==> config.mk <==
export PLATFORM = sky130hd
export DESIGN_NAME = rr_index_arbiter
export DESIGN_NICKNAME = d
export VERILOG_FILES = /design/src/rtl/arb_pkg.sv /design/src/rtl/rr_index_arbiter_pick.sv /design/src/rtl/rr_index_arbiter.sv
export SDC_FILE = /design/constraint.sdc
export NUM_CORES = 1
export LEC_CHECK = 0
export CORE_AREA = 2 2 39 41
export DETAILED_ROUTE_END_ITERATION = 10
export DIE_AREA = 0 0 41 43
export PLACE_DENSITY = 0.71
export REMOVE_ABC_BUFFERS = 1
export SLEW_MARGIN = 20
export SYNTH_ARGS = -nofsm -noshare
export SYNTH_HDL_FRONTEND = slang
export SYNTH_HIERARCHICAL = 1
export SYNTH_SLANG_ARGS = --single-unit
==> constraint.sdc <==
create_clock -name clk -period 2.2 [get_ports clk]
set_input_delay 0.55 -clock clk [delete_from_list [all_inputs] [get_ports clk]]
set_output_delay 0.55 -clock clk [all_outputs]
set_load 0.1 [all_outputs]
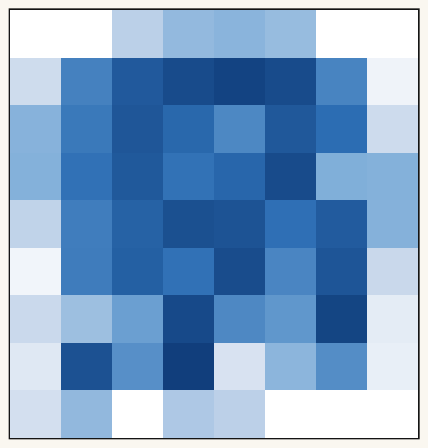
Fig. 1. Cell area per tile.
8 x 9 tiles, from white (low) to dark blue (high), 0 to 100% covered.
- emptiest ninth of the die: lower right
- mean over tiles: 52%
- fullest tile: 94%
- tiles over 75% full: 31%
Floorplan Utilization: 0.396
Final Core Density: 0.674

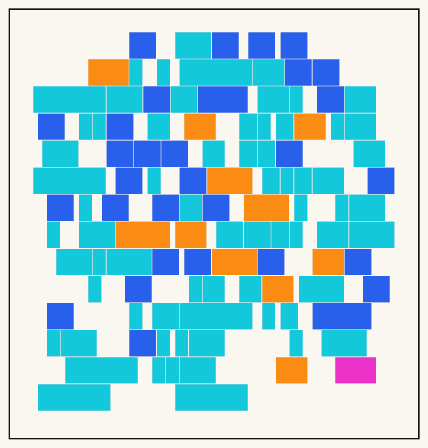
Fig. 2. Cell sizes after repair.
- magenta: x6 and larger (cells 1)
- cyan: x1 and smaller (cells 69)
- orange: x2 (cells 11)
- blue: x3 and x4 (cells 31)
non-clock buffer count: 37
setup ws final: 0.0934 ns

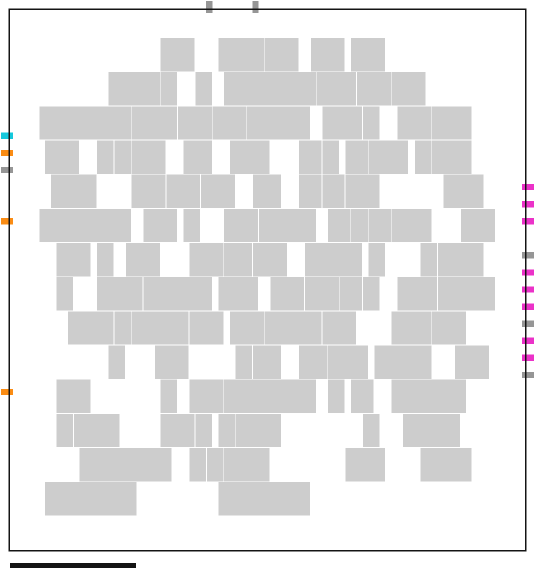
Fig. 3. I/O pins on the die edge.
Bar = 10 um. Pins as bars across the die edge, other pins in gray.
- orange: grant_idx (pins 3; direction output; edge left)
- cyan: clk (pins 1; direction input; edge left)
- magenta: req (pins 8; direction input; edge right)
- all pins by edge: 11 right, 5 left, 2 top
number of port buffers: 17
die width: 41 um
Die Y: 43 um

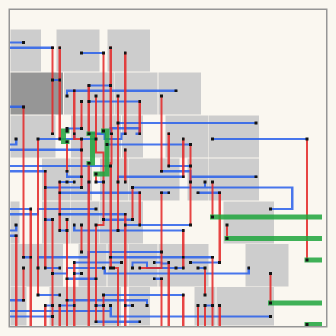
Fig. 4. A small window of the routed layout.
Region (21, 22) to (41, 42) um. Cells in gray, sequential cells in the stronger gray; small squares are vias.
- red: M2
- green: M3
- blue: M1
- most frequent: buf_4 (8), dlygate4sd2_1 (3), nor2_1 (3)
- sequential cells in the window: 0
- cells with their middle in the window: 31

==> notes.md <==
flow finished, numbers: final instance area=between 900 and 1000 um2, Pins Over Slew Limit=0, Clock group=120 uW, # placed instances=120, post-route insts no fill=between 100 and 150, pwr dens=approximately 1100 nW/um2, WL/cell=12.6 um, total power=1060 uW, Top logic family=simple AND/OR/NAND/NOR gates, met2 usage in global routing=0.313, number of tapcells=16, initial antenna violation count=0, Post-Syn Area=roughly 550 um2, number of synthesized flops with an enable pin=0, DP Area=~820 um2, Core Area=about 1400 um2, Root Buffer=clkbuf_4, setup_tns=0 ns, inverter count=2, slowest cell on the critical path=clkdlybuf4s50_1, first-pass GRT wire length=roughly 2400 um, fraction of layout cells with a size suffix above 1=0.384, Worst slew margin=0.731, vias in the first global route=between 600 and 700, reg-to-reg slack, setup=approximately 0.22 ns, Via density=~5.3, crit-path max FO=3, cells in synth_stat.txt=around 73, Critical Path AT=roughly 2.3 ns, Post-synth top cells=15 x nand2_1, 7 x a21oi_1, 7 x dfxtp_1, 7 x nor2_1, 6 x mux2i_1, Clock transition at path regs=around 0.050 ns, syn_area_per_cell=7.51 um2, Pleak=about 0.00047 uW, Gate Area=429 um2, cycle use final=0.958, DRT antenna net count=0, 1st-pass router iterations=4, M1 wire length=728 um, Adder Area Share=0.0457, Antenna Cells=0, largest net degree at the start of global routing=14, Top Layer Used=met4, Synth top cell by count=nand2_1, CTS tree=built, simple share=0.297, RSZ-0062 raised after global routing=false, DP Wirelength=between 1000 and 1500 um, CLK BUF=4, flip-flops=7, Post-route DRC=0, Hold Crit Depth=2, logic share of the area=0.460, sequential area share after synthesis=0.256, via count=around 680, FILL cells=130, layer with the highest usage=met2, top logic cells by instance count in the layout=26 x buf_4, 15 x nand2_1, 7 x nor2_1, 7 x dfxtp_1, 6 x mux2i_1, CP Buf/Inv Count=2, # nets final=roughly 130, main flop type=dfxtp_1, critical path class=in -> reg, Max-Cap Viols=0, Final Critical Period=2.11 ns, clock skew=between 0.0015 and 0.002 ns, Yosys chip area=548 um2, area leader, netlist=dfxtp_1, Routability Congestion=0.767, Top class by area=multi-input combinational cells, # rows=14, Commonest Layout Cell=buf_4, Top cell area share=0.256, met3 GRT Util=0.0157, Sequential cell area=about 140 um2, status=complete, no violations, Hold Fails Final Rpt=0, global-route track usage on met1=0.257, remaining global-route overflow=0, crit path cell chain=clkdlybuf4s50_1 > nor2b_1 > o21ai_2 > buf_4 > a21boi_2 > ha_2 > ha_1 > nand3b_1 > mux2i_1, flop share of the area=0.150
Power is estimated from default activity; no workload was simulated.
